Figure 1. The metal 3 layer (run 1).
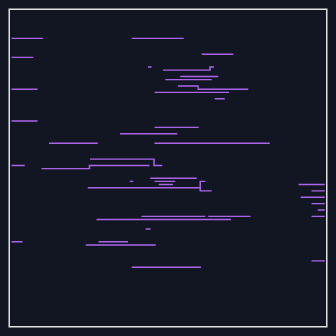
Figure 2. I/O nets highlighted (run 1).
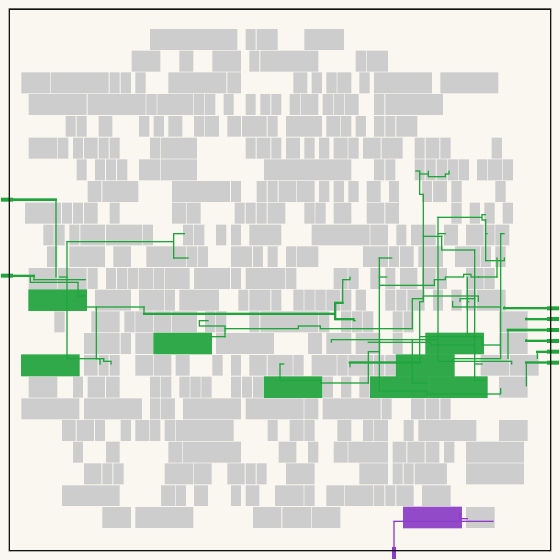
Figure 3. Placed standard cells (run 1).
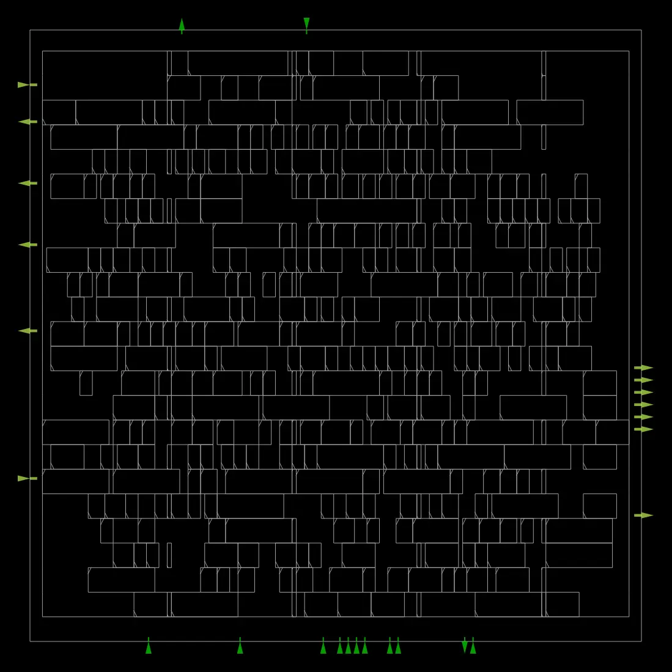
**config.mk**
```make
export PLATFORM = sky130hd
export DESIGN_NAME = clk_divider_prog_flat
export DESIGN_NICKNAME = d
export VERILOG_FILES = /design/src/rtl/clk_divider_prog_if.sv /design/src/rtl/clk_divider_prog.sv /design/src/flat_wrapper.sv
export SDC_FILE = /design/constraint.sdc
export NUM_CORES = 1
export LEC_CHECK = 0
export ABC_AREA = 1
export CORE_UTILIZATION = 50
export DETAILED_ROUTE_END_ITERATION = 8
export PLACE_DENSITY = 0.74
export SETUP_SLACK_MARGIN = 0.3
export SLEW_MARGIN = 20
export SYNTH_ARGS = -nofsm -noshare
export SYNTH_HDL_FRONTEND = slang
export SYNTH_SLANG_ARGS = --single-unit
```
**constraint.sdc**
```tcl
create_clock -name I_CLK -period 8.2 [get_ports I_CLK]
set_input_delay 2.46 -clock I_CLK [delete_from_list [all_inputs] [get_ports I_CLK]]
set_output_delay 2.46 -clock I_CLK [all_outputs]
set_load 0.03 [all_outputs]
```
**src/rtl/clk_divider_prog_if.sv**
```systemverilog
// Control and status bundle for the programmable clock divider.
// Handshake: a divisor request is offered by holding div_load high for exactly
// one I_CLK cycle with div_in/mode_in valid in that same cycle; there is no
// ready signal because the divider always accepts (or rejects) it immediately,
// answering later with a one-cycle load_ack (applied) or load_err (rejected).
interface clk_divider_prog_if #(
    parameter int WIDTH = 8
);
    logic             en;
    logic [WIDTH-1:0] div_in;
    logic             div_load;
    logic             mode_in;
    logic             O_CLK;
    logic             O_TICK;
    logic [WIDTH-1:0] div_cur;
    logic             mode_cur;
    logic             load_ack;
    logic             load_err;

    // Requester side: drives enable and divisor requests, observes the divider.
    modport master (
        output en, div_in, div_load, mode_in,
        input  O_CLK, O_TICK, div_cur, mode_cur, load_ack, load_err
    );

    // Divider side.
    modport slave (
        input  en, div_in, div_load, mode_in,
        output O_CLK, O_TICK, div_cur, mode_cur, load_ack, load_err
    );
endinterface

```
**src/rtl/clk_divider_prog.sv**
```systemverilog
// Programmable clock divider with square/pulse output modes.
// A counter runs 0..div_cur-1; divisor/mode changes are held pending and only
// take effect at a period boundary so no output phase is ever truncated.
module clk_divider_prog #(
    parameter int WIDTH       = 8,
    parameter int DEFAULT_DIV = 10
) (
    input logic                I_CLK,
    input logic                rst,
    clk_divider_prog_if.slave  bus
);

    // Registered state
    logic [WIDTH-1:0] cnt_q,      cnt_d;
    logic [WIDTH-1:0] div_q,      div_d;
    logic             mode_q,     mode_d;
    logic             pend_q,     pend_d;
    logic [WIDTH-1:0] pend_div_q, pend_div_d;
    logic             pend_mode_q, pend_mode_d;
    logic             clk_q,      clk_d;
    logic             tick_q,     tick_d;
    logic             ack_q,      ack_d;
    logic             err_q,      err_d;

    // Combinational helpers
    logic             wrap;
    logic             load_ok;
    logic             load_bad;
    logic             apply;
    logic [WIDTH-1:0] eff_div;
    logic             eff_mode;
    logic [WIDTH-1:0] half;

    // Next-state: counter advance, pending-load bookkeeping and output shaping.
    always_comb begin
        wrap     = bus.en && (cnt_q == (div_q - WIDTH'(1)));
        load_ok  = bus.div_load && (bus.div_in >= WIDTH'(2));
        load_bad = bus.div_load && (bus.div_in <  WIDTH'(2));
        // A request arriving on the wrap edge itself wins over an older one.
        apply    = wrap && (load_ok || pend_q);
        eff_div  = load_ok ? bus.div_in  : pend_div_q;
        eff_mode = load_ok ? bus.mode_in : pend_mode_q;

        div_d  = apply ? eff_div  : div_q;
        mode_d = apply ? eff_mode : mode_q;

        pend_d      = pend_q;
        pend_div_d  = pend_div_q;
        pend_mode_d = pend_mode_q;
        if (apply) begin
            pend_d = 1'b0;
        end else if (load_ok) begin
            pend_d      = 1'b1;
            pend_div_d  = bus.div_in;
            pend_mode_d = bus.mode_in;
        end

        // (div+1)>>1 written so it cannot overflow at the maximum divisor.
        half   = (div_d >> 1) + {{(WIDTH-1){1'b0}}, div_d[0]};
        cnt_d  = cnt_q;
        clk_d  = clk_q;
        tick_d = 1'b0;
        if (bus.en) begin
            cnt_d  = wrap ? '0 : cnt_q + WIDTH'(1);
            clk_d  = mode_d ? (cnt_d == '0) : (cnt_d < half);
            tick_d = (cnt_d == '0);
        end

        ack_d = apply;
        err_d = load_bad;
    end

    // State register with synchronous reset; reset primes cnt so the first
    // enabled edge wraps and starts a fresh period.
    always_ff @(posedge I_CLK) begin
        if (rst) begin
            cnt_q       <= WIDTH'(DEFAULT_DIV - 1);
            div_q       <= WIDTH'(DEFAULT_DIV);
            mode_q      <= 1'b0;
            pend_q      <= 1'b0;
            pend_div_q  <= '0;
            pend_mode_q <= 1'b0;
            clk_q       <= 1'b0;
            tick_q      <= 1'b0;
            ack_q       <= 1'b0;
            err_q       <= 1'b0;
        end else begin
            cnt_q       <= cnt_d;
            div_q       <= div_d;
            mode_q      <= mode_d;
            pend_q      <= pend_d;
            pend_div_q  <= pend_div_d;
            pend_mode_q <= pend_mode_d;
            clk_q       <= clk_d;
            tick_q      <= tick_d;
            ack_q       <= ack_d;
            err_q       <= err_d;
        end
    end

    assign bus.O_CLK    = clk_q;
    assign bus.O_TICK   = tick_q;
    assign bus.div_cur  = div_q;
    assign bus.mode_cur = mode_q;
    assign bus.load_ack = ack_q;
    assign bus.load_err = err_q;

endmodule

```
**src/flat_wrapper.sv**
```systemverilog
// flat-port wrapper written by rule: the top's interface ports become plain ports
module clk_divider_prog_flat 
#(
    parameter int WIDTH       = 8,
    parameter int DEFAULT_DIV = 10
)
  (I_CLK, rst, bus_en, bus_div_in, bus_div_load, bus_mode_in, bus_O_CLK, bus_O_TICK, bus_div_cur, bus_mode_cur, bus_load_ack, bus_load_err);
  clk_divider_prog_if #(.WIDTH(WIDTH)) bus_i ();
  input logic I_CLK;
  input logic rst;
  input wire logic [$bits(bus_i.en)-1:0] bus_en;
  input wire logic [$bits(bus_i.div_in)-1:0] bus_div_in;
  input wire logic [$bits(bus_i.div_load)-1:0] bus_div_load;
  input wire logic [$bits(bus_i.mode_in)-1:0] bus_mode_in;
  output wire logic [$bits(bus_i.O_CLK)-1:0] bus_O_CLK;
  output wire logic [$bits(bus_i.O_TICK)-1:0] bus_O_TICK;
  output wire logic [$bits(bus_i.div_cur)-1:0] bus_div_cur;
  output wire logic [$bits(bus_i.mode_cur)-1:0] bus_mode_cur;
  output wire logic [$bits(bus_i.load_ack)-1:0] bus_load_ack;
  output wire logic [$bits(bus_i.load_err)-1:0] bus_load_err;
  assign bus_i.en = bus_en;
  assign bus_i.div_in = bus_div_in;
  assign bus_i.div_load = bus_div_load;
  assign bus_i.mode_in = bus_mode_in;
  assign bus_O_CLK = bus_i.O_CLK;
  assign bus_O_TICK = bus_i.O_TICK;
  assign bus_div_cur = bus_i.div_cur;
  assign bus_mode_cur = bus_i.mode_cur;
  assign bus_load_ack = bus_i.load_ack;
  assign bus_load_err = bus_i.load_err;
  clk_divider_prog #(.WIDTH(WIDTH), .DEFAULT_DIV(DEFAULT_DIV)) u_core (.I_CLK(I_CLK), .rst(rst), .bus(bus_i));
endmodule
```
==> flow_metrics.py, run 1 <==
# Synthesis and PnR figures
metrics = {
    "outcome": {
        "run_status": "finished clean",
    },
    "critical_path": {
        "worst-r2r-setup-slack_ns": 4.58,
        "worst_path_max_delay_cell": "clkdlybuf4s50_1",
        "cp_slowest_stage_delay_ns": 0.41,
        "crit_path_start_kind": "input pin",
        "critical_path_cell_count": 19,
        "cp-startpoint": "bus_div_in[2]",
        "crit_chain": "clkdlybuf4s50_1 > or3_1 > nor2_1 > nor2_4 > inv_1 > o21ai_0 > or2_2 > nand2_1 > ha_1 > ha_1 > nand3_1 > nand2_1 > nand2_1 > ha_1 > a211oi_1 > nand3_1 > a21oi_1 > nand2_1 > a21oi_1",
        "timing.critical_path.arrival_ns": 5.73,
        "timing.reg2reg.worst_path_depth": 25,
        "critical_path_peak_fanout": 13,
        "worst_r2r_startpoint": "u_core.bus.div_cur[0]$_SDFF_PP0_",
        "path_class": "input pin to register",
        "critical-path-top-cell-by-count": "nand2_1",
        "critical_path.endpoint": "u_core.bus.O_CLK$_SDFFE_PP0P_",
    },
    "timing": {
        "rsz0062_at_grt": "no",
        "layout_setup_ws_ns": 2.68,
        "final-max-slew-violation-count": 0,
        "final-setup-viol-count": 0,
        "fin_tns_setup_ns": 0,
        "whs_ns": 0.455,
    },
    "grt": {
        "met2_usage": 0.385,
        "grtUsageMet1": 0.349,
        "first_global_vias": 1843,
        "grt_antenna_before_repair": 0,
        "busiest_layer": "met2",
        "maximum_number_of_pins_on_one_net_before_global_route_repair": 20,
        "wire_length_of_the_first_global_routing_pass_um": 8510,
    },
    "power_and_ir_drop": {
        "power_combinational_mw": 0.133,
        "p_switching_mw": 0.155,
        "power_frac_clock": 0.373,
        "power.total_mw": 0.490,
        "p_leak_nw": 1.23,
        "pwr.group.clock_mw": 0.182,
        "power_frac_comb": 0.271,
        "p_int_mw": 0.335,
        "power_density_nw_per_um2": 191,
        "seq-power_mw": 0.174,
    },
    "final_layout": {
        "comb_area_share": 0.505,
        "layout.cells.most_common_list": "87 x nand2_1, 52 x inv_1, 38 x nor2_1",
        "final_area_sq_um": 2560,
        "clock_tree_area_fraction": 0.0518,
        "nonClkBufAreaFrac": 0.0977,
        "antenna_cell_count": 0,
        "non_clock_buffer_count": 25,
        "numSequentialCells": 31,
        "logic_area_sq_um": 1290,
        "layout-drive-gt1-share": 0.103,
        "finalNonFillerCells": 410,
        "comb_cells": 242,
        "inverters_excl_clock": 54,
        "dominant-cell-class": "combinational gates",
    },
    "placed_design": {
        "dp_hpwl_um": 4170,
        "globalplace.congestion": 0.984,
        "placed_area_sq_um": 2430,
        "dpl_worst_slack_ns": 2.39,
    },
    "clock_network": {
        "cts_num_sinks": 31,
        "ctsLongestPathBuffers": 2,
        "clk_latency_ns": 0.29,
        "post_cts_resize_count": 0,
        "cts_tree": "built",
        "maximum_level_of_the_cts_h_tree": 2,
    },
    "synthesis": {
        "synth_area_per_cell_sq_um": 6.48,
        "number_of_synthesized_register_bits": 31,
        "async_reset_ff_frac": 0,
        "post_synth_main_logic_family": "simple AND/OR/NAND/NOR gates",
        "post_synth_ao_oa_area_fraction": 0.135,
        "adder_share": 0.0640,
        "synth_dominant_cell_count": "nand2_1",
        "synthTopCellsByArea": "dfxtp_1 29%, nand2_1 15%, inv_1 9.1%",
        "flip_flops_with_a_built_in_enable": 0,
        "mux_area_share": 0,
        "ys.flop_type": "dfxtp_1",
        "area_leader_netlist": "dfxtp_1",
        "post_synth_inst_count": 332,
    },
    "min_path": {
        "worstHoldStart": "u_core.pend_mode_q$_SDFFE_PP0P_",
        "holdPathEnd": "u_core.pend_mode_q$_SDFFE_PP0P_",
        "hold_class": "register to register",
    },
    "detailed_routing": {
        "drc": 0,
        "routed_via_density": 5.13,
        "detailroute.wirelength.met2_um": 2230,
        "detailedRoute.firstIterationViolations": 175,
        "met3_wirelength_um": 354,
    },
    "die": {
        "horizontal_die_dimension_um": 67.6,
        "dieHeight_um": 67.6,
        "die_area_sq_um": 4570,
    },
}
Back to the opening pictures, Figure 1:
wire length on this layer	355 um
nets with wire on the layer	33
via count of the routed design: 2102
met3 demand-to-capacity share in global routing: 0.0625
Total Wirelength: 5200 um

Back to the opening pictures, Figure 2:
colour	port	direction	end cells	buffers	wire
purple	`bus_load_err`	output	1	1	17.2 um
green	`bus_div_cur`	output	8	8	466 um
number of port buffers: 25
I/O Pins: 26

Back to the opening pictures, Figure 3:
share of the core filled with cells in the final layout: 0.631
count of filler cells inserted in the layout: 376
core area: 4060 sq um
number of standard-cell rows in the floorplan: 23

Figure 4. Signal metal coverage by tile (run 1).
The die is cut into 14 by 14 equal tiles; black is low, pale yellow is high, scaled to the fullest tile. Values are wire area over tile area, all layers added.
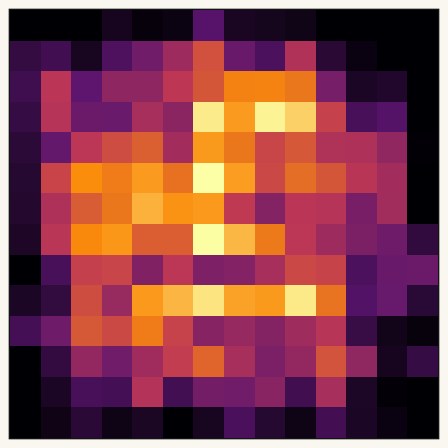

==> run 2, diff against run 1 <==
- PLACE_DENSITY: 0.74 -> 0.77
- clock period: 8.2 -> 4.8 ns (I/O delays scaled with it)
Figure 5. Signal metal coverage by tile (run 2).
The die is cut into 14 by 14 equal tiles; black is low, pale yellow is high, scaled to the fullest tile. Values are wire area over tile area, all layers added.
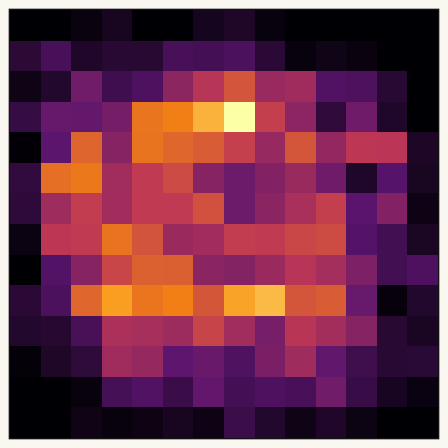
fullest tile	0.68
nearly empty tiles	13%
densest ninth of the die	centre
tiles over half the peak	21%
mean over tiles	0.19
emptiest ninth of the die	north-east
GR Util All Layers: 0.256
Total Wirelength: 5320 um
via count of the routed design: 2167

Figure 6. Cell area per tile (run 2).
The die is cut into 7 by 7 equal tiles; black is low, pale yellow is high, 0 to 100% covered.
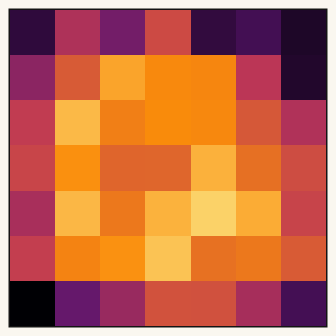
tiles over 75% full	20%
densest ninth of the die	centre
nearly empty tiles	2.0%
fullest tile	90%
mean over tiles	56%

==> run 2 against run 1 <==
Sequential power grew 71%. Register-to-register slack worse by 3.3 ns. Combinational power grew 77%. Worst hold slack improved by 0.013 ns. Routed wire length increased by 2.4%. Area after synthesis unchanged. Core utilization up 1.3 points. Final cell count is 1.5% higher.
==> flow_metrics.py, run 2 <==
# Synthesis and PnR figures
metrics = {
    "die": {
        "core_region_area_sq_um": 4060,
        "die_area_sq_um": 4570,
        "rows": 23,
    },
    "critical_path": {
        "critical_path_cell_count": 19,
        "critical-path-top-cell-by-count": "nand2_1",
        "timing.critical_path.arrival_ns": 4.48,
        "timing.reg2reg.worst_path_depth": 25,
        "crit_path_start_kind": "input pin",
        "worst_path_max_delay_cell": "clkdlybuf4s50_1",
        "crit_chain": "clkdlybuf4s50_1 > or3_4 > nor2_4 > nor2_4 > buf_6 > or2_2 > o21ai_0 > nand2_1 > o21ai_2 > inv_1 > ha_4 > nand4_1 > nand2_1 > ha_1 > nand4_1 > nand3_1 > a21oi_1 > nand2_1 > a21oi_1",
    },
    "power_and_ir_drop": {
        "seq-power_mw": 0.298,
        "p_int_mw": 0.471,
        "power_frac_comb": 0.321,
    },
    "clock_network": {
        "cts_num_sinks": 31,
        "post_cts_resize_count": 0,
        "maximum_level_of_the_cts_h_tree": 2,
        "clk_latency_ns": 0.28,
    },
    "synthesis": {
        "mux_area_share": 0,
        "flip_flops_with_a_built_in_enable": 0,
        "synthTopCellsByArea": "dfxtp_1 29%, nand2_1 15%, inv_1 9.1%",
        "area_leader_netlist": "dfxtp_1",
        "post_synth_inst_count": 332,
        "async_reset_ff_frac": 0,
        "synth_dominant_cell_count": "nand2_1",
    },
    "timing": {
        "fin_tns_setup_ns": 0,
        "final-max-slew-violation-count": 0,
        "final-setup-viol-count": 0,
        "whs_ns": 0.468,
    },
    "grt": {
        "grtUsageMet1": 0.341,
        "grt_util_met3": 0.0456,
        "first_global_vias": 1932,
        "wire_length_of_the_first_global_routing_pass_um": 8540,
        "busiest_layer": "met2",
        "grt_antenna_before_repair": 0,
    },
    "final_layout": {
        "comb_cells": 242,
        "finalNonFillerCells": 416,
        "non_clock_buffer_count": 31,
        "clock_tree_area_fraction": 0.0326,
        "antenna_cell_count": 0,
        "layout.cells.most_common_list": "87 x nand2_1, 51 x inv_1, 37 x nor2_1",
        "numSequentialCells": 31,
        "layout-drive-gt1-share": 0.139,
        "post-route-util": 0.644,
        "logic_area_sq_um": 1340,
    },
    "min_path": {
        "hold_class": "register to register",
        "worstHoldStart": "u_core.pend_mode_q$_SDFFE_PP0P_",
    },
    "detailed_routing": {
        "met3_wirelength_um": 458,
        "detailroute.wirelength.met2_um": 2330,
        "routed_via_density": 5.21,
    },
    "outcome": {
        "run_status": "finished clean",
    },
    "placed_design": {
        "dpl_worst_slack_ns": 0.119,
        "placed_area_sq_um": 2460,
    },
}
Figure 7. The metal 3 layer (run 2).
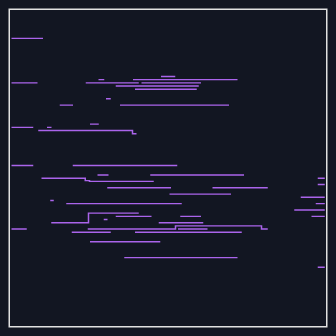
longest straight run	24.4 um
main direction	horizontal
wire length on this layer	459 um
nets with wire on the layer	34
share of all routed wire	8.6%

No activity file was given, so power comes from the tool's default toggle rates.
